### Power grid

Pins as bars on the die edge.
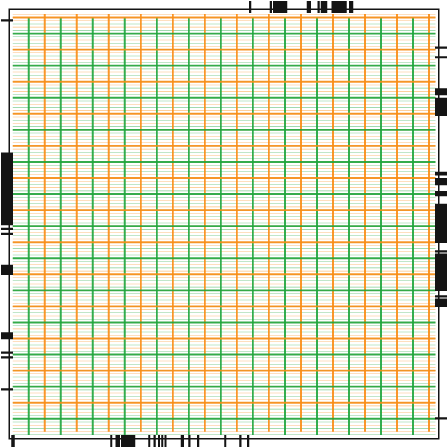
### Placed cells, one color a class

The bar under the picture is 100 um long. Fill, decap, tap and diode cells in gray.
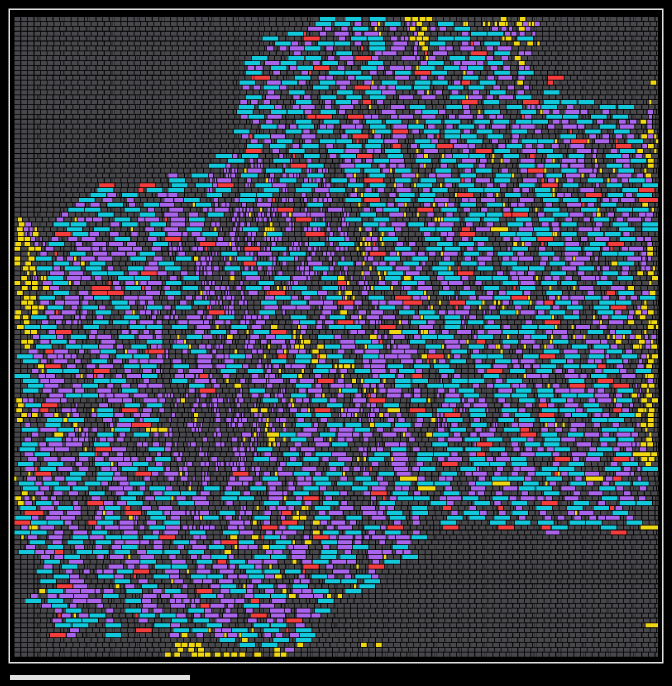
Design branch_predictor, sky130hd; sources not shown.
==> flow_summary.ini <==
; generated from flow reports
[run_status]
status = complete, but fails checks
violations = negative setup slack

[global_routing]
track_usage_pct = 28.35
grt_pass1_vias = 34110
grtUsageMet2_pct = 40.97
met3_usage_pct = 7.210
met1_usage_pct = 38.45

[floorplan]
fp-utilization_pct = 40.31

[worst_setup_path]
worstPathArrival_ns = 6.75
critPathMostFrequentCell = buf_2
worst-path-buf-inv = 6
end_kind = output pin
critPathMaxStageDelay_ns = 0.76
cp_top_family = buffers and inverters

[routing]
wl_met3_um = 16870
top_layer = met4
vias_per_cell = 6.206
drt_wl_total_um = 181000
drtIter0Drc = 3437
drc = 0
routedWlPerCell_um = 32.92

[finish]
area_delta_synth_final_pct = 14.96
area_dominant_class = combinational gates
largest_reg_flops = 976
ff_latch_area_um2 = 24440
comb_cells = 2114
n_clock_buffer = 168

[yosys]
syn_inst = 3457
synth_top_area_share_pct = 46.68
syn_nets = 3601
synth-seq-cells = 976
yosys_area_um2 = 51460
ys_cells = 3457
syn_area_um2 = 51460
synthTopCellsByArea = dfrtp_1 47%, mux2_2 16%, mux4_2 16%, mux2_4 5.5%, mux2i_1 1.7%

[clock_tree]
clkTransAtPathRegs_ns = 0.05
ctsResizeCount = 35
cts_setup_buffers = 3
clkLatencyLatePin_ns = 0.75
cts_buffer_depth = 3

[placement]
placed_area_um2 = 55380

[run]
warnings = 52

[power]
pwr-share-clk_pct = 38.2
combPwrFrac_pct = 17.4
power_frac_seq_pct = 44.5
total_power_uw = 12760
p_switching_uw = 3491
comb_power_uw = 2220

[sta]
rsz0062_at_grt = no
layout_setup_ws_ns = -0.03641
finalHoldViolations = 0
setup_viol = 2
tightest_slew_ns = 1.356

[worst_hold_path]
min_path_type = reg -> reg
-- 'Power grid' (at the start) --
- VDD: orange
- VSS: green
- signal pins: 206
- met4 straps: 26
Die Span Y: 362.7 um
core area: 127700 um^2
worst vdd ir: 182.1 uV
width of the die: 362.7 um

-- 'Placed cells, one color a class' (at the start) --
- all other logic: purple (cells 2135; share of their area 44%)
- other buffers and delay cells: yellow (cells 518; share of their area 6.3%)
- clock drivers and dummy loads: red (cells 201; share of their area 6.3%)
- flip-flops: cyan (cells 976; share of their area 43%)
flop share of the area: 41.32%
Final Cell Area: 59160 um^2
fin util: 46.34%
Rows: 131

No activity file was given, so power comes from the tool's default toggle rates.
